## src/rtl/fifo_rd_burst_adapter_if.sv

```systemverilog
// fifo_rd_burst_adapter_if: read side of the FWFT FIFO plus the valid/ready
// output stream of the burst adapter, bundled into one interface.
interface fifo_rd_burst_adapter_if #(
    parameter int DATA_WIDTH = 16,
    parameter int ADDR_WIDTH = 4
);
    logic [DATA_WIDTH-1:0] fifo_data_out;
    logic                  fifo_empty;
    logic [ADDR_WIDTH:0]   fifo_depth;
    logic                  fifo_ren;
    logic [DATA_WIDTH-1:0] m_data;
    logic                  m_valid;
    logic                  m_ready;

    // Adapter side: pops the FIFO and sources the output stream.
    modport master (
        input  fifo_data_out, fifo_empty, fifo_depth, m_ready,
        output fifo_ren, m_data, m_valid
    );

    // Environment side: the FIFO being drained and the stream consumer.
    modport slave (
        output fifo_data_out, fifo_empty, fifo_depth, m_ready,
        input  fifo_ren, m_data, m_valid
    );
endinterface

```

## src/rtl/fifo_rd_burst_adapter.sv

```systemverilog
// fifo_rd_burst_adapter: drains a first-word-fall-through FIFO in bursts
// (threshold, timeout or flush triggered) into a 2-entry output skid buffer.
// Optional build macro ADAPTER_STATS_EN adds the word_count output, a
// saturating count of words delivered on the stream.
module fifo_rd_burst_adapter #(
    parameter int DATA_WIDTH = 16,
    parameter int ADDR_WIDTH = 4,
    parameter int BURST_LEN  = 8,
    parameter int TIMEOUT    = 32
) (
    input  logic clk,
    input  logic reset,
    input  logic flush,
    output logic busy,
`ifdef ADAPTER_STATS_EN
    output logic [31:0] word_count,
`endif
    fifo_rd_burst_adapter_if.master bus
);
    localparam int BCW = $clog2(BURST_LEN + 1);
    localparam int TCW = $clog2(TIMEOUT + 1);
    localparam logic [BCW-1:0]      BURST_LAST  = BCW'(BURST_LEN - 1);
    localparam logic [BCW-1:0]      BURST_MAX   = BCW'(BURST_LEN);
    localparam logic [TCW-1:0]      TMO_LAST    = TCW'(TIMEOUT - 1);
    localparam logic [ADDR_WIDTH:0] BURST_DEPTH = (ADDR_WIDTH + 1)'(BURST_LEN);

    typedef enum logic [1:0] {
        IDLE  = 2'd0,
        ACCUM = 2'd1,
        DRAIN = 2'd2
    } state_t;

    state_t                state_q, state_d;
    logic [TCW-1:0]        tmo_q, tmo_d;
    logic [BCW-1:0]        burst_q, burst_d;
    logic [1:0]            occ_q, occ_d;
    logic [DATA_WIDTH-1:0] skid0_q, skid0_d;
    logic [DATA_WIDTH-1:0] skid1_q, skid1_d;
    logic                  ren;
    logic                  pop;
    logic                  depth_hit;
`ifdef ADAPTER_STATS_EN
    logic [31:0]           word_count_q, word_count_d;
`endif

    // Pop only while draining and only when the skid buffer has room, so a
    // stalled consumer can never cause a word to be dropped.
    assign ren       = ~reset & (state_q == DRAIN) & ~bus.fifo_empty & (occ_q != 2'd2);
    assign pop       = (occ_q != 2'd0) & bus.m_ready;
    assign depth_hit = (bus.fifo_depth >= BURST_DEPTH);

    assign bus.fifo_ren = ren;
    assign bus.m_valid  = (occ_q != 2'd0);
    assign bus.m_data   = skid0_q;
    assign busy         = (state_q == DRAIN) | (occ_q != 2'd0);
`ifdef ADAPTER_STATS_EN
    assign word_count   = word_count_q;
`endif

    // Burst policy: wait in ACCUM for threshold/timeout/flush, then pop a
    // burst of BURST_LEN words (unbounded while flush is held).
    always_comb begin
        state_d = state_q;
        tmo_d   = tmo_q;
        burst_d = burst_q;
        case (state_q)
            IDLE: begin
                if (!bus.fifo_empty) begin
                    if (depth_hit || flush) begin
                        state_d = DRAIN;
                        burst_d = '0;
                    end else begin
                        state_d = ACCUM;
                        tmo_d   = '0;
                    end
                end
            end
            ACCUM: begin
                if (bus.fifo_empty) begin
                    state_d = IDLE;
                end else if (depth_hit || flush || (tmo_q == TMO_LAST)) begin
                    state_d = DRAIN;
                    burst_d = '0;
                end else begin
                    tmo_d = tmo_q + 1'b1;
                end
            end
            DRAIN: begin
                if (bus.fifo_empty && !flush) begin
                    state_d = IDLE;
                end else if (ren) begin
                    if (!flush && (burst_q >= BURST_LAST)) begin
                        state_d = IDLE;
                    end else if (burst_q != BURST_MAX) begin
                        burst_d = burst_q + 1'b1;
                    end
                end
            end
            default: state_d = IDLE;
        endcase
    end

    // Two-entry skid buffer: head in skid0, overflow in skid1, FIFO order kept
    // on simultaneous push and pop.
    always_comb begin
        skid0_d = skid0_q;
        skid1_d = skid1_q;
        occ_d   = occ_q;
        case (occ_q)
            2'd0: begin
                if (ren) begin
                    skid0_d = bus.fifo_data_out;
                    occ_d   = 2'd1;
                end
            end
            2'd1: begin
                if (ren && pop) begin
                    skid0_d = bus.fifo_data_out;
                end else if (ren) begin
                    skid1_d = bus.fifo_data_out;
                    occ_d   = 2'd2;
                end else if (pop) begin
                    occ_d = 2'd0;
                end
            end
            default: begin
                if (pop) begin
                    skid0_d = skid1_q;
                    occ_d   = 2'd1;
                end
            end
        endcase
    end

`ifdef ADAPTER_STATS_EN
    // Delivered-word counter, saturating rather than wrapping.
    always_comb begin
        word_count_d = word_count_q;
        if (pop && (word_count_q != 32'hFFFF_FFFF)) begin
            word_count_d = word_count_q + 32'd1;
        end
    end
`endif

    // State registers; reset discards anything held in the skid buffer.
    always_ff @(posedge clk) begin
        if (reset) begin
            state_q      <= IDLE;
            tmo_q        <= '0;
            burst_q      <= '0;
            occ_q        <= 2'd0;
            skid0_q      <= '0;
            skid1_q      <= '0;
`ifdef ADAPTER_STATS_EN
            word_count_q <= 32'd0;
`endif
        end else begin
            state_q      <= state_d;
            tmo_q        <= tmo_d;
            burst_q      <= burst_d;
            occ_q        <= occ_d;
            skid0_q      <= skid0_d;
            skid1_q      <= skid1_d;
`ifdef ADAPTER_STATS_EN
            word_count_q <= word_count_d;
`endif
        end
    end
endmodule
```

## src/flat_wrapper.sv

```systemverilog
// flat-port wrapper written by rule: the top's interface ports become plain ports
module fifo_rd_burst_adapter_flat 
#(
    parameter int DATA_WIDTH = 16,
    parameter int ADDR_WIDTH = 4,
    parameter int BURST_LEN  = 8,
    parameter int TIMEOUT    = 32
)
  (clk, reset, flush, busy, bus_fifo_data_out, bus_fifo_empty, bus_fifo_depth, bus_m_ready, bus_fifo_ren, bus_m_data, bus_m_valid);
  fifo_rd_burst_adapter_if #(.DATA_WIDTH(DATA_WIDTH), .ADDR_WIDTH(ADDR_WIDTH)) bus_i ();
  input  logic clk;
  input  logic reset;
  input  logic flush;
  output logic busy;
  input wire logic [$bits(bus_i.fifo_data_out)-1:0] bus_fifo_data_out;
  input wire logic [$bits(bus_i.fifo_empty)-1:0] bus_fifo_empty;
  input wire logic [$bits(bus_i.fifo_depth)-1:0] bus_fifo_depth;
  input wire logic [$bits(bus_i.m_ready)-1:0] bus_m_ready;
  output wire logic [$bits(bus_i.fifo_ren)-1:0] bus_fifo_ren;
  output wire logic [$bits(bus_i.m_data)-1:0] bus_m_data;
  output wire logic [$bits(bus_i.m_valid)-1:0] bus_m_valid;
  assign bus_i.fifo_data_out = bus_fifo_data_out;
  assign bus_i.fifo_empty = bus_fifo_empty;
  assign bus_i.fifo_depth = bus_fifo_depth;
  assign bus_i.m_ready = bus_m_ready;
  assign bus_fifo_ren = bus_i.fifo_ren;
  assign bus_m_data = bus_i.m_data;
  assign bus_m_valid = bus_i.m_valid;
  fifo_rd_burst_adapter #(.DATA_WIDTH(DATA_WIDTH), .ADDR_WIDTH(ADDR_WIDTH), .BURST_LEN(BURST_LEN), .TIMEOUT(TIMEOUT)) u_core (.clk(clk), .reset(reset), .flush(flush), .busy(busy), .bus(bus_i));
endmodule
```

## config.mk

```make
export PLATFORM = sky130hd
export DESIGN_NAME = fifo_rd_burst_adapter_flat
export DESIGN_NICKNAME = d
export VERILOG_FILES = /design/src/rtl/fifo_rd_burst_adapter_if.sv /design/src/rtl/fifo_rd_burst_adapter.sv /design/src/flat_wrapper.sv
export SDC_FILE = /design/constraint.sdc
export NUM_CORES = 1
export LEC_CHECK = 0
export CAP_MARGIN = 20
export CORE_UTILIZATION = 55
export DETAILED_ROUTE_END_ITERATION = 7
export PLACE_DENSITY_LB_ADDON = 0.25
export SYNTH_ARGS = -nofsm -noshare
export SYNTH_HDL_FRONTEND = slang
export SYNTH_SLANG_ARGS = --single-unit
```

## constraint.sdc

```tcl
create_clock -name clk -period 2.8 [get_ports clk]
set_input_delay 0.56 -clock clk [delete_from_list [all_inputs] [get_ports clk]]
set_output_delay 0.56 -clock clk [all_outputs]
set_load 0.02 [all_outputs]
```

==> impl_metrics.json <==
{
  "ys_seq_share_pct": 41.72,
  "crit_arrival_ns": 2.10,
  "end_kind": "output port",
  "critPathKind": "input port to output port",
  "edf_count": 0,
  "lay_top_count": "dfxtp_1",
  "yosysTopAreaCell": "dfxtp_1",
  "cp-start-kind": "input port",
  "synth_cells": 256,
  "topCellsByArea": "dfxtp_1 (42%), a21oi_1 (9.1%), mux2i_1 (7.7%)",
  "slowest_delay_ns": 0.43,
  "gp_routability_congestion": 0.8327,
  "drive_gt1_share_pct": 8.418,
  "drv_slew": 0,
  "skew_ns": 0.007448,
  "hold_viol": 0,
  "power_density_nw_per_um2": 469.2,
  "avgSynthCellArea_um2": 8.622,
  "cp_max_fo": 2,
  "portBuffers": 41,
  "status": "finished clean",
  "placed_cell_area_um2": 2691,
  "antenna_left": 0,
  "fmax_mhz": 375.6,
  "coreArea_um2": 3744,
  "die-area_um2": 4270,
  "routed_wl_um": 5015,
  "grt_max_degree": 48,
  "synth_cell_types": 45,
  "finalCriticalPeriod_ns": 2.662,
  "slew_headroom_pct": 67.78,
  "tool_warnings": 30,
  "layout_top_cells": "dfxtp_1 (46), a21oi_1 (40), clkdlybuf4s50_1 (40)",
  "ys.flop_type": "dfxtp_1",
  "ys_async_sr_fraction_pct": 0,
  "p_total_w": 0.001314,
  "clk_latency_ns": 0.29,
  "yosys_cells": 256,
  "dr.pass1.iters": 4,
  "vias_per_cell": 5.977,
  "fin_ws_ns": 0.1378,
  "hpwl_um": 3300,
  "cp_cell_sequence": "clkdlybuf4s50_1 -> or3b_4 -> or3_1 -> inv_1 -> dlygate4sd2_1",
  "fp-row-count": 22,
  "boundaryPins": 45,
  "tritoncts": "yes",
  "area_growth_pct": 26.87,
  "synth_area_um2": 2207,
  "post-place-ws_ns": -0.1357,
  "synth_nets": 285,
  "grt_usage_pct": 24.85,
  "cts_max_path_buffers": 2,
  "yosysWarnings": 0,
  "ir_worst_vdd_uv": 325.2,
  "fin_crit_sh_pct": 95.08,
  "wl_per_cell_um": 14.54,
  "grt_pass1_wl_um": 8183,
  "drt_iter0_drc": 100,
  "initial_core_util_pct": 58.96,
  "drcViolationCount": 0,
  "final_cell_area_um2": 2800,
  "ys_area_um2": 2207,
  "cts_root_buf": "clkbuf_8",
  "cpMaxStageDelayCell": "clkdlybuf4s50_1",
  "yosysTopAreaCellShare_pct": 41.72,
  "critical_path_required_ns": 2.24,
  "leakage_nw": 0.9425,
  "antennaDiodeCount": 0,
  "cts.clk_slew.worst_paths_ns": 0.08,
  "cts_sinks": 46,
  "htreeDepth": 2,
  "grt_overflow_total": 0,
  "drv_cap": 0,
  "first_global_vias": 1774,
  "post_cts_buffers": 0,
  "setup_viol": 0,
  "antenna_found_initial": 0,
  "nets": 325,
  "ys.flops": 46,
  "rsz0062_at_grt": "false",
  "vias": 2062,
  "holdWs_ns": 0.4786,
  "die.size.y_um": 65.35,
  "hp-class": "flip-flop to flip-flop",
  "die_w_um": 65.35,
  "cts_buffers": 5,
  "tightest_slew_ns": 0.4833
}
[final cells by class]
cell class              count  area [µm²]
inverters                  10       37.54
flip-flops and latches     46       920.9
fillers                   291       943.4
well taps                  48       60.06
clock buffers               6       72.57
multi-input cells         179        1165
repair buffers             54       506.7
clock inverters             2       37.54
[power breakdown]
group / internal [W] / switching (W) / total, W
sequential: 0.000667 / 0.0000103 / 0.000678
clock: 0.000266 / 0.000213 / 0.000479
combinational: 0.0000803 / 0.0000768 / 0.000157
[registers in the layout (all words and copies together), names as in the netlist]
name / flops
u_core.bus.m_data: 16
u_core.skid1_q: 16
u_core.tmo_q: 6
u_core.burst_q: 4
u_core.occ_q: 2
u_core.state_q: 2
[repair_timing]
| action | in CTS | in global routing |
|---|---|---|
| hold buffers | 0 | 0 |
| resized | 1 | 0 |
| hold endpoints to repair | 0 | 0 |
| setup endpoints to repair | 1 | 0 |
[metal layers]
layer	GRT usage, %	share of wire [%]
met1	33.62	47
met5	0	0
met4	7.337	0.50
met3	5.729	4.1
met2	39.30	48
[worst max-delay path: cells and delay by family]
family        cells  cell delay [ns]
buf+inv           3             0.84
simple gates      2             0.71
[logic make-up after synthesis]
group / after synthesis / synth area share (%)
compound gates: 96 / 26.81
simple gates: 62 / 16.16
flops: 46 / 41.72
buf+inv: 31 / 5.499
mux: 17 / 7.710
fa+ha+maj: 3 / 1.701
xor+xnor: 1 / 0.3969
[synthesized netlist by cell type (4+ instances only)]
library cell and count:
dfxtp_1 46, a21oi_1 40, nand3_1 21, o21ai_0 19, a211oi_1 18, mux2i_1 17
clkbuf_1 14, inv_1 10, nand2_1 8, nor2_1 5, nand2b_1 4, or4_1 4
[path summary, 6_finish.rpt]
kind	end	slack [ns]	from	depth (start not counted)
min	u_core.skid1_q[13]	0.48	u_core.skid1_q[13]	2
min reg2reg	u_core.skid1_q[13]	0.48	u_core.skid1_q[13]	2
max reg2reg	u_core.bus.m_data[2]	0.67	u_core.occ_q[1]	6
max	bus_fifo_ren	0.14	bus_fifo_empty	5
[stage by stage]
stage	setup TNS [ns]	util [%]	cells
2_1_floorplan	0	-	256
3_3_place_gp	-0.1415	71.89	337
3_5_place_dp	-0.1357	71.89	337
4_1_cts	0	74.80	345
5_1_grt	0	74.80	345
6_report	0	74.80	345
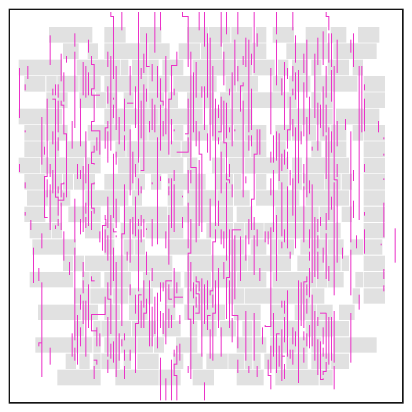
m2.png
Drawn at 6 px/µm. Cells faint in the background.
wire length on this layer	2420 µm
share of all routed wire	48%

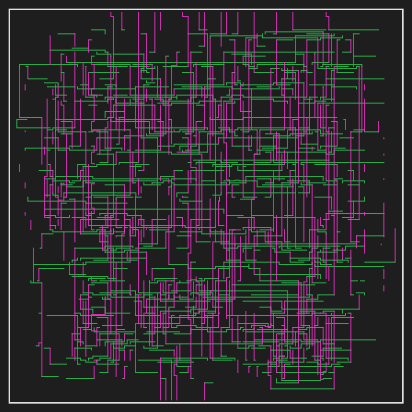
layers.png
Drawn at 6 px/µm. Only two layers are drawn.
colour	layer	wire length
magenta	M2	2420 µm
green	M1	2370 µm

